<file path="config.mk">
export PLATFORM = sky130hd
export DESIGN_NAME = centroid_div_scheduler
export DESIGN_NICKNAME = d
export VERILOG_FILES = /design/src/rtl/centroid_div_scheduler_pkg.sv /design/src/rtl/centroid_div_scheduler.sv
export SDC_FILE = /design/constraint.sdc
export NUM_CORES = 1
export LEC_CHECK = 0
export CAP_MARGIN = 20
export CORE_ASPECT_RATIO = 1.75
export CORE_MARGIN = 1
export CORE_UTILIZATION = 26
export DETAILED_ROUTE_END_ITERATION = 7
export DONT_BUFFER_PORTS = 1
export PLACE_DENSITY = 0.41
export SYNTH_ARGS = -nofsm -noshare
export SYNTH_HDL_FRONTEND = slang
export SYNTH_SLANG_ARGS = --single-unit
</file>
<file path="constraint.sdc">
create_clock -name clk -period 3.6 [get_ports clk]
set_input_delay 0.54 -clock clk [delete_from_list [all_inputs] [get_ports clk]]
set_output_delay 0.54 -clock clk [all_outputs]
set_load 0.05 [all_outputs]
</file>
<file path="src/rtl/centroid_div_scheduler_pkg.sv">
// Shared definitions for the centroid averaging scheduler.
//   - job/color counts and coordinate widths
//   - FSM state encoding (also exported on the debug port)
//   - clamp helper used when storing divider quotients
package centroid_div_scheduler_pkg;

    localparam int NUM_JOBS   = 8;
    localparam int NUM_COLORS = 4;
    localparam int JOB_W      = 3;
    localparam int X_W        = 10;
    localparam int Y_W        = 9;
    localparam int DATA_W     = 32;

    typedef enum logic [2:0] {
        ST_IDLE   = 3'd0,
        ST_CHECK  = 3'd1,
        ST_ISSUE  = 3'd2,
        ST_GUARD  = 3'd3,
        ST_WAIT   = 3'd4,
        ST_STORE  = 3'd5,
        ST_FINISH = 3'd6
    } state_e;

    // Saturate an unsigned quotient to a coordinate limit.
    function automatic logic [DATA_W-1:0] clamp_u32(input logic [DATA_W-1:0] v,
                                                   input logic [DATA_W-1:0] lim);
        return (v > lim) ? lim : v;
    endfunction

endpackage

</file>
<file path="src/rtl/centroid_div_scheduler.sv">
// Centroid averaging scheduler.
// On a start pulse in IDLE the per-color x/y sums and pixel counts are
// captured, then eight divide jobs (color = job>>1, axis = job[0]) are
// issued one at a time to an external shared divider. Each quotient is
// clamped to XMAX / YMAX and written to its average slot.
// Ports:
//   clk, reset            clock, synchronous active-high reset
//   start                 begin a pass (ignored while busy)
//   sum_x, sum_y, num     four packed 32-bit values, color k at [32k+31:32k]
//   div_start/dividend/divisor, div_ready/quotient   shared divider link
//   avg_x, avg_y          packed 10-bit / 9-bit averages
//   valid_mask            color k produced a fresh average this pass
//   busy, done            pass in progress / one-cycle end-of-pass pulse
//   timeout_err           sticky divider timeout flag, cleared on next start
//   state_dbg             current FSM state
// Divider handshake: div_start is a one-cycle request while div_ready is
// high; the divider drops div_ready within one cycle and raises it again
// with div_quotient valid. Operands are held until the quotient is taken.
module centroid_div_scheduler
    import centroid_div_scheduler_pkg::*;
#(
    parameter int TIMEOUT = 64,
    parameter int XMAX    = 639,
    parameter int YMAX    = 479
) (
    input  logic         clk,
    input  logic         reset,
    input  logic         start,
    input  logic [127:0] sum_x,
    input  logic [127:0] sum_y,
    input  logic [127:0] num,
    output logic         div_start,
    output logic [31:0]  div_dividend,
    output logic [31:0]  div_divisor,
    input  logic         div_ready,
    input  logic [31:0]  div_quotient,
    output logic [39:0]  avg_x,
    output logic [35:0]  avg_y,
    output logic [3:0]   valid_mask,
    output logic         busy,
    output logic         done,
    output logic         timeout_err,
    output state_e       state_dbg
);

    localparam int WD_W = $clog2(TIMEOUT + 1);

    state_e              state_q, state_d;
    logic [JOB_W-1:0]    job_q, job_d;
    logic [WD_W-1:0]     wdog_q, wdog_d;
    logic [DATA_W-1:0]   cap_sx_q [NUM_COLORS];
    logic [DATA_W-1:0]   cap_sx_d [NUM_COLORS];
    logic [DATA_W-1:0]   cap_sy_q [NUM_COLORS];
    logic [DATA_W-1:0]   cap_sy_d [NUM_COLORS];
    logic [DATA_W-1:0]   cap_n_q  [NUM_COLORS];
    logic [DATA_W-1:0]   cap_n_d  [NUM_COLORS];
    logic [DATA_W-1:0]   quot_q, quot_d;
    logic                div_start_q, div_start_d;
    logic [DATA_W-1:0]   dividend_q, dividend_d;
    logic [DATA_W-1:0]   divisor_q, divisor_d;
    logic [39:0]         avg_x_q, avg_x_d;
    logic [35:0]         avg_y_q, avg_y_d;
    logic [3:0]          valid_mask_q, valid_mask_d;
    logic                busy_q, busy_d;
    logic                done_q, done_d;
    logic                timeout_err_q, timeout_err_d;

    logic [1:0]          color;
    logic                axis_y;
    logic                advance;
    logic [DATA_W-1:0]   clamped;

    assign color  = job_q[2:1];
    assign axis_y = job_q[0];

    always_comb begin
        state_d       = state_q;
        job_d         = job_q;
        wdog_d        = wdog_q;
        cap_sx_d      = cap_sx_q;
        cap_sy_d      = cap_sy_q;
        cap_n_d       = cap_n_q;
        quot_d        = quot_q;
        div_start_d   = 1'b0;
        dividend_d    = dividend_q;
        divisor_d     = divisor_q;
        avg_x_d       = avg_x_q;
        avg_y_d       = avg_y_q;
        valid_mask_d  = valid_mask_q;
        busy_d        = busy_q;
        done_d        = 1'b0;
        timeout_err_d = timeout_err_q;
        advance       = 1'b0;
        clamped       = '0;

        case (state_q)
            ST_IDLE: begin
                if (start) begin
                    for (int k = 0; k < NUM_COLORS; k++) begin
                        cap_sx_d[k] = sum_x[32*k +: 32];
                        cap_sy_d[k] = sum_y[32*k +: 32];
                        cap_n_d[k]  = num[32*k +: 32];
                    end
                    timeout_err_d = 1'b0;
                    busy_d        = 1'b1;
                    job_d         = '0;
                    state_d       = ST_CHECK;
                end
            end
            ST_CHECK: begin
                // A zero pixel count would divide by zero: skip the job and
                // leave the previous average untouched.
                if (cap_n_q[color] == '0) begin
                    valid_mask_d[color] = 1'b0;
                    advance             = 1'b1;
                end else begin
                    dividend_d  = axis_y ? cap_sy_q[color] : cap_sx_q[color];
                    divisor_d   = cap_n_q[color];
                    div_start_d = 1'b1;
                    state_d     = ST_ISSUE;
                end
            end
            ST_ISSUE: begin
                state_d = ST_GUARD;
            end
            ST_GUARD: begin
                // div_ready may still show the previous idle level here.
                wdog_d  = '0;
                state_d = ST_WAIT;
            end
            ST_WAIT: begin
                if (div_ready) begin
                    quot_d  = div_quotient;
                    state_d = ST_STORE;
                end else if (wdog_q == WD_W'(TIMEOUT - 1)) begin
                    timeout_err_d       = 1'b1;
                    valid_mask_d[color] = 1'b0;
                    advance             = 1'b1;
                end else begin
                    wdog_d = wdog_q + WD_W'(1);
                end
            end
            ST_STORE: begin
                if (axis_y) begin
                    clamped = clamp_u32(quot_q, DATA_W'(YMAX));
                    avg_y_d[int'(color)*Y_W +: Y_W] = clamped[Y_W-1:0];
                end else begin
                    clamped = clamp_u32(quot_q, DATA_W'(XMAX));
                    avg_x_d[int'(color)*X_W +: X_W] = clamped[X_W-1:0];
                    valid_mask_d[color] = 1'b1;
                end
                advance = 1'b1;
            end
            ST_FINISH: begin
                state_d = ST_IDLE;
            end
            default: begin
                state_d = ST_IDLE;
            end
        endcase

        if (advance) begin
            if (job_q == JOB_W'(NUM_JOBS - 1)) begin
                done_d  = 1'b1;
                busy_d  = 1'b0;
                state_d = ST_FINISH;
            end else begin
                job_d   = job_q + JOB_W'(1);
                state_d = ST_CHECK;
            end
        end
    end

    always_ff @(posedge clk) begin
        if (reset) begin
            state_q       <= ST_IDLE;
            job_q         <= '0;
            wdog_q        <= '0;
            cap_sx_q      <= '{default: '0};
            cap_sy_q      <= '{default: '0};
            cap_n_q       <= '{default: '0};
            quot_q        <= '0;
            div_start_q   <= 1'b0;
            dividend_q    <= '0;
            divisor_q     <= '0;
            avg_x_q       <= '0;
            avg_y_q       <= '0;
            valid_mask_q  <= '0;
            busy_q        <= 1'b0;
            done_q        <= 1'b0;
            timeout_err_q <= 1'b0;
        end else begin
            state_q       <= state_d;
            job_q         <= job_d;
            wdog_q        <= wdog_d;
            cap_sx_q      <= cap_sx_d;
            cap_sy_q      <= cap_sy_d;
            cap_n_q       <= cap_n_d;
            quot_q        <= quot_d;
            div_start_q   <= div_start_d;
            dividend_q    <= dividend_d;
            divisor_q     <= divisor_d;
            avg_x_q       <= avg_x_d;
            avg_y_q       <= avg_y_d;
            valid_mask_q  <= valid_mask_d;
            busy_q        <= busy_d;
            done_q        <= done_d;
            timeout_err_q <= timeout_err_d;
        end
    end

    assign div_start    = div_start_q;
    assign div_dividend = dividend_q;
    assign div_divisor  = divisor_q;
    assign avg_x        = avg_x_q;
    assign avg_y        = avg_y_q;
    assign valid_mask   = valid_mask_q;
    assign busy         = busy_q;
    assign done         = done_q;
    assign timeout_err  = timeout_err_q;
    assign state_dbg    = state_q;

endmodule

</file>
==> Flow_metrics.wiki, run 1 <==
=== Physical design figures ===
{| class="wikitable"
! Metric !! Value
|-
| Post-placement worst setup slack || 0.253 ns
|-
| Largest regs || cap_n_q x128, cap_sx_q x128, cap_sy_q x128
|-
| Worst R2R End || div_dividend[6]
|-
| Sink of the worst hold path || cap_sy_q[70]
|-
| Arrival time worst endpoint || 3.82 ns
|-
| Global-route wire length before repair || 128,000 um
|-
| Startpoint of the most critical setup path || job_q[1]
|-
| Top cells by area, synth || sky130_fd_sc_hd__dfxtp_1, sky130_fd_sc_hd__nand2_1, sky130_fd_sc_hd__a21oi_1
|-
| Peak Freq || 0.299 GHz
|-
| # resized after CTS || 0
|-
| Multi-input logic portion of the cell area || 0.389
|-
| Cells after DPL || 3,711
|-
| Worst reg-to-reg path cell count || 8
|-
| Cell Type Count || 59
|-
| P_clk || 6.22 mW
|-
| CTS tree || built
|-
| Top Layout Cells || sky130_fd_sc_hd__nand2_1, sky130_fd_sc_hd__dfxtp_1, sky130_fd_sc_hd__a21oi_1, sky130_fd_sc_hd__dlygate4sd3_1, sky130_fd_sc_hd__nor2_1
|-
| Synthesis area per yosys || 23,500 um2
|-
| Crit path capture type || flip-flop
|-
| Non-Clock Buffer Count || 233
|-
| Final critical delay including setup and external delays || 3.35 ns
|-
| Synth Cell Area || 23,500 um2
|-
| Routed metal-1 wirelength || 34,100 um
|-
| Post-cts hold buffer count || 196
|-
| Gate Count Post-Synth || 2,703
|-
| Reg clk slew, reported paths || 0.07 ns
|-
| Status || complete, no violations
|-
| Setup slack after layout || 0.253 ns
|-
| Worst r2r src || job_q[1]
|-
| Global routing usage on met1 || 0.209
|-
| Number of post-CTS setup repair buffers || 0
|-
| Signed area change from the synthesized netlist to the final layout || 21.3%
|-
| Number of logic gates || 1,911
|-
| Sw Pwr || 4.12 mW
|-
| Sw Ratio || 0.274
|-
| Area of the die || 91,500 um2
|-
| TritonCTS Buffers || 58
|-
| Dominant power group || registers
|-
| Register-to-Register Setup Slack || 0.25 ns
|-
| Cell repeated most along the worst path || sky130_fd_sc_hd__buf_12
|-
| Most instantiated logic cell after routing || sky130_fd_sc_hd__nand2_1
|-
| Total routed wirelength || 87,300 um
|-
| Leak pwr || 10.3 nW
|-
| Internal power || 10.9 mW
|-
| FF/Latch Area || 11,600 um2
|-
| # clock sinks || 577
|-
| Clock latency on the worst-skew pair || 0.65 ns
|-
| Final Net Count || 3,219
|-
| Highest cell delay on the worst timing path || 0.57 ns
|-
| Critical path fanouts, max || 44
|-
| Syn_nets || 3,131
|-
| Number of antenna violations at the first check in global routing || 17
|-
| Layout cell share with drive strength beyond 1 || 0.0966
|-
| Yosys top cell area share || 0.492
|-
| Estimated wirelength of the detail-placed design || 62,500 um
|-
| Sequential share of power || 0.472
|-
| Start point of the worst min-delay path || sum_y[38]
|-
| Number of iterations in the first detailed-routing pass || 7
|-
| Via count of the routed design || 19,700
|-
| Power in combinational cells || 1.72 mW
|-
| Most crowded layer after global routing || met2
|-
| # Max-Cap Violations || 0
|-
| Count of input and output buffers || 0
|-
| Sequential share of the synthesized area || 0.492
|-
| Endpoints failing setup || 0
|-
| Capture point of the critical path || div_dividend[6]
|-
| Simple-gate share of the synthesized area || 0.192
|-
| Family with the most delay on the worst path || simple AND/OR/NAND/NOR gates
|-
| Pin count of the biggest net entering global routing || 486
|-
| Number of max-slew violations in the final report || 0
|-
| Crit. path cell count || 8
|-
| Power per Cell Area || 529 nW/um2
|-
| Antenna fix cells || 11
|-
| Post-detailed-route count of antenna-violating nets || 0
|-
| Cell type of the slowest stage on the worst timing path || sky130_fd_sc_hd__mux4_2
|-
| Mux contribution to synthesized area || 0.139
|-
| Setup Skew || 0.0326 ns
|-
| Xor/xnor cell area share of the yosys netlist || 0.00187
|-
| Post-synthesis cell type with the largest instance count || sky130_fd_sc_hd__nand2_1
|-
| Number of buffers and inverters on the critical path || 2
|-
| Master cell of the clock root buffer || sky130_fd_sc_hd__clkbuf_16
|-
| Unrepaired setup endpoints after global routing || no
|-
| Sequential cell power || 7.10 mW
|-
| Pre-Place Util || 0.263
|-
| Number of warnings issued by yosys || 0
|-
| Post-Synthesis Mean Instance Area || 8.68 um2
|-
| MI comb area || 11,100 um2
|-
| Kind of path behind the tightest hold check || in2reg
|-
| Dominant kind of combinational cell || simple AND/OR/NAND/NOR gates
|-
| Cell class with the largest area share || sequential cells
|-
| Number of endpoints with negative hold slack in the final report || 0
|-
| Number of storage elements in the synthesis netlist || 577
|-
| Clk pwr share || 0.414
|-
| Inverters excl. clock || 10
|-
| Critical path class || reg2reg
|-
| Global-route met3 utilization || 0.0563
|-
| Arithmetic-cell share of the synthesized area counting full adders, half adders and majority gates || 0.00427
|-
| Ordered cell list for the critical path || buf_12, mux4_2, nor4_1, nand4_1, o21ai_4, buf_12, mux2i_1, nor2_1
|-
| Slew at the pin closest to its max-slew limit || 1.03 ns
|-
| Highest metal layer with signal wires || met5
|}
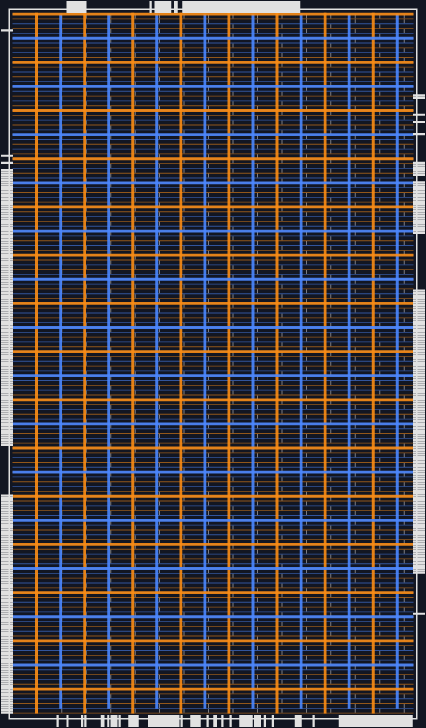
*Floorplan with the power grid, run 1*
Pins as bars on the die edge. Tap cells in grey.
VDD: in blue. VSS: in orange.
The core has 145 rows. 16 straps on met4. 571 signal pins sit on the boundary. 29 straps on met5.
core area: 89,300 um2
Peak VDD IR: 365 uV
height of the die: 399 um
Chip Width: 229 um

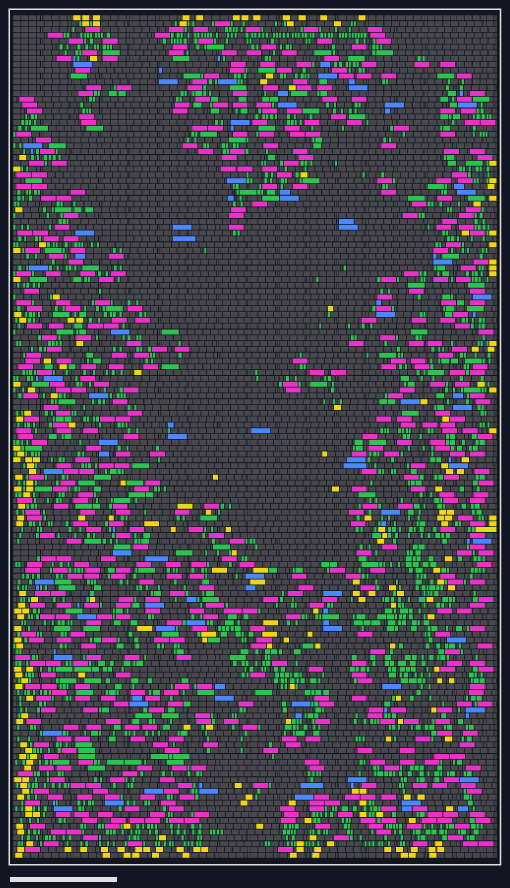
*Cell classes on the final placement, run 1*
Scale bar: 50 um. Fill, decap, tap and diode cells in grey.
flops: in magenta, cells 577, share of their area 43%. other buffers and delay cells: in yellow, cells 233, share of their area 8.8%. combinational and other logic: in green, cells 1,921, share of their area 41%. clock drivers and dummy loads: in blue, cells 105, share of their area 7.2%.
post-route design area: 28,500 um2
fraction of area in registers: 0.406
final standard cell utilization of the core: 0.319

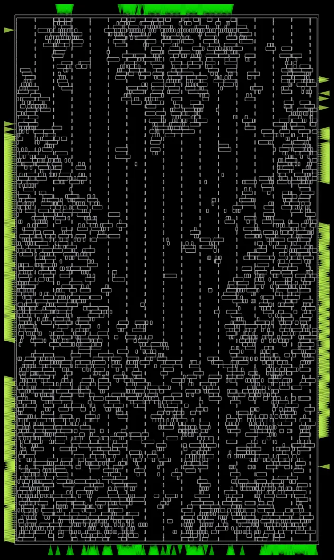
*Placed standard cells, run 1*
final standard cell count with taps included and fillers excluded: 4,023
number of well taps: 1,176
Flop Count: 577
standard-cell row count: 145
number of filler cells placed in the layout: 9,479

==> run 2, diff against run 1 <==
--- a/config.mk
+++ b/config.mk
@@ -5,13 +5,13 @@
 export SDC_FILE = /design/constraint.sdc
 export NUM_CORES = 1
 export LEC_CHECK = 0
-export CAP_MARGIN = 20
 export CORE_ASPECT_RATIO = 1.75
 export CORE_MARGIN = 1
 export CORE_UTILIZATION = 26
 export DETAILED_ROUTE_END_ITERATION = 7
 export DONT_BUFFER_PORTS = 1
 export PLACE_DENSITY = 0.41
+export SLEW_MARGIN = 20
 export SYNTH_ARGS = -nofsm -noshare
 export SYNTH_HDL_FRONTEND = slang
 export SYNTH_SLANG_ARGS = --single-unit
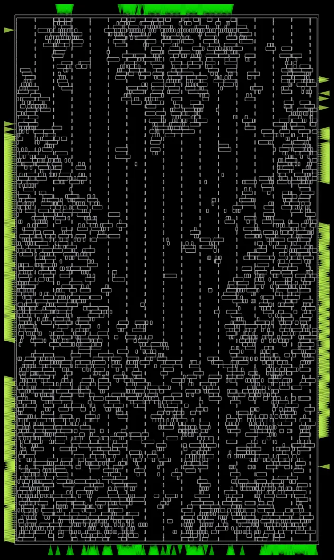
*Placed standard cells, run 2*

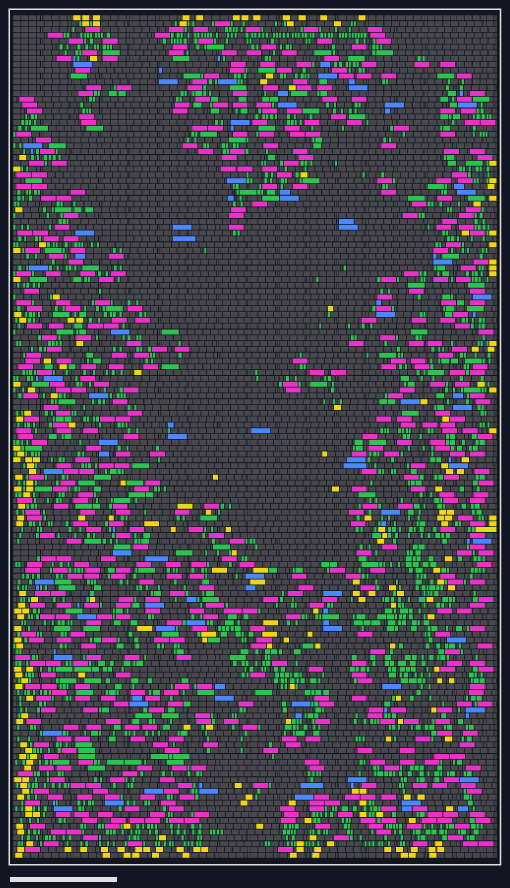
*Cell classes on the final placement, run 2*
Scale bar: 50 um. Fill, decap, tap and diode cells in grey.
combinational and other logic: in green, cells 1,921, share of their area 41%. flops: in magenta, cells 577, share of their area 43%. other buffers and delay cells: in yellow, cells 233, share of their area 8.8%. clock drivers and dummy loads: in blue, cells 105, share of their area 7.2%.

==> run 2 against run 1 <==
  * Register-to-register slack hardly changed
  * Sequential cell count stayed put
  * Non-clock buffer count stayed put
  * Clock skew stayed put
  * Utilization stayed put
  * Total power stayed put
  * Worst hold slack stayed put
  * Maximum frequency stayed put
  * Combinational power hardly changed
  * Sequential share of layout area stayed put
  * Clock power hardly changed
  * Global-route usage stayed put
  * Critical path type unchanged
  * Critical endpoint unchanged
==> Flow_metrics.wiki, run 2 <==
=== Physical design figures ===
{| class="wikitable"
! Metric !! Value
|-
| Status || complete, no violations
|-
| Final critical delay including setup and external delays || 3.35 ns
|-
| Master cell of the clock root buffer || sky130_fd_sc_hd__clkbuf_16
|-
| Number of storage elements in the synthesis netlist || 577
|-
| Syn_nets || 3,131
|-
| Cell Type Count || 59
|-
| Cell type of the slowest stage on the worst timing path || sky130_fd_sc_hd__mux4_2
|-
| Post-placement worst setup slack || 0.253 ns
|-
| Fraction of area in registers || 0.406
|-
| Slew at the pin closest to its max-slew limit || 1.03 ns
|-
| Final standard cell count with taps included and fillers excluded || 4,023
|-
| Critical path fanouts, max || 44
|-
| Height of the die || 399 um
|-
| Global-route wire length before repair || 128,000 um
|-
| Pin count of the biggest net entering global routing || 486
|-
| Kind of path behind the tightest hold check || in2reg
|-
| Non-Clock Buffer Count || 233
|-
| Total routed wirelength || 87,300 um
|-
| Number of iterations in the first detailed-routing pass || 7
|-
| Start point of the worst min-delay path || sum_y[38]
|-
| P_clk || 6.22 mW
|-
| Highest metal layer with signal wires || met5
|-
| Sink of the worst hold path || cap_sy_q[70]
|-
| Number of post-CTS setup repair buffers || 0
|-
| TritonCTS Buffers || 58
|-
| Capture point of the critical path || div_dividend[6]
|-
| Number of endpoints with negative hold slack in the final report || 0
|-
| Startpoint of the most critical setup path || job_q[1]
|-
| Register-to-Register Setup Slack || 0.25 ns
|-
| Sequential share of power || 0.472
|-
| Dominant power group || registers
|-
| Most crowded layer after global routing || met2
|-
| Signed area change from the synthesized netlist to the final layout || 21.3%
|-
| Peak Freq || 0.299 GHz
|-
| Synth Cell Area || 23,500 um2
|-
| Sw Ratio || 0.274
|-
| Number of logic gates || 1,911
|-
| Area of the die || 91,500 um2
|-
| Setup slack after layout || 0.253 ns
|-
| Routed metal-1 wirelength || 34,100 um
|-
| Multi-input logic portion of the cell area || 0.389
|-
| Yosys top cell area share || 0.492
|-
| Number of filler cells placed in the layout || 9,479
|-
| Setup Skew || 0.0326 ns
|-
| Via count of the routed design || 19,700
|-
| Cell class with the largest area share || sequential cells
|-
| Leak pwr || 10.3 nW
|-
| Internal power || 10.9 mW
|-
| Post-synthesis cell type with the largest instance count || sky130_fd_sc_hd__nand2_1
|-
| Gate Count Post-Synth || 2,703
|-
| Core area || 89,300 um2
|-
| MI comb area || 11,100 um2
|-
| Estimated wirelength of the detail-placed design || 62,500 um
|-
| Xor/xnor cell area share of the yosys netlist || 0.00187
|-
| Final standard cell utilization of the core || 0.319
|-
| Number of buffers and inverters on the critical path || 2
|-
| Arithmetic-cell share of the synthesized area counting full adders, half adders and majority gates || 0.00427
|-
| Power in combinational cells || 1.72 mW
|-
| Simple-gate share of the synthesized area || 0.192
|-
| Endpoints failing setup || 0
|-
| Power per Cell Area || 529 nW/um2
|-
| Ordered cell list for the critical path || buf_12, mux4_2, nor4_1, nand4_1, o21ai_4, buf_12, mux2i_1, nor2_1
|-
| Family with the most delay on the worst path || simple AND/OR/NAND/NOR gates
|-
| Reg clk slew, reported paths || 0.07 ns
|-
| Worst reg-to-reg path cell count || 8
|-
| Antenna fix cells || 11
|-
| Number of well taps || 1,176
|-
| Sequential share of the synthesized area || 0.492
|-
| Sw Pwr || 4.12 mW
|-
| Top cells by area, synth || sky130_fd_sc_hd__dfxtp_1, sky130_fd_sc_hd__nand2_1, sky130_fd_sc_hd__a21oi_1
|-
| Mux contribution to synthesized area || 0.139
|-
| Largest regs || cap_n_q x128, cap_sx_q x128, cap_sy_q x128
|-
| Peak VDD IR || 365 uV
|-
| Number of antenna violations at the first check in global routing || 17
|-
| Top Layout Cells || sky130_fd_sc_hd__nand2_1, sky130_fd_sc_hd__dfxtp_1, sky130_fd_sc_hd__a21oi_1, sky130_fd_sc_hd__dlygate4sd3_1, sky130_fd_sc_hd__nor2_1
|-
| Dominant kind of combinational cell || simple AND/OR/NAND/NOR gates
|-
| Worst R2R End || div_dividend[6]
|-
| Most instantiated logic cell after routing || sky130_fd_sc_hd__nand2_1
|-
| Post-Synthesis Mean Instance Area || 8.68 um2
|-
| Crit path capture type || flip-flop
|}
Power figures rest on the tool's default switching activity, not on a simulated workload.
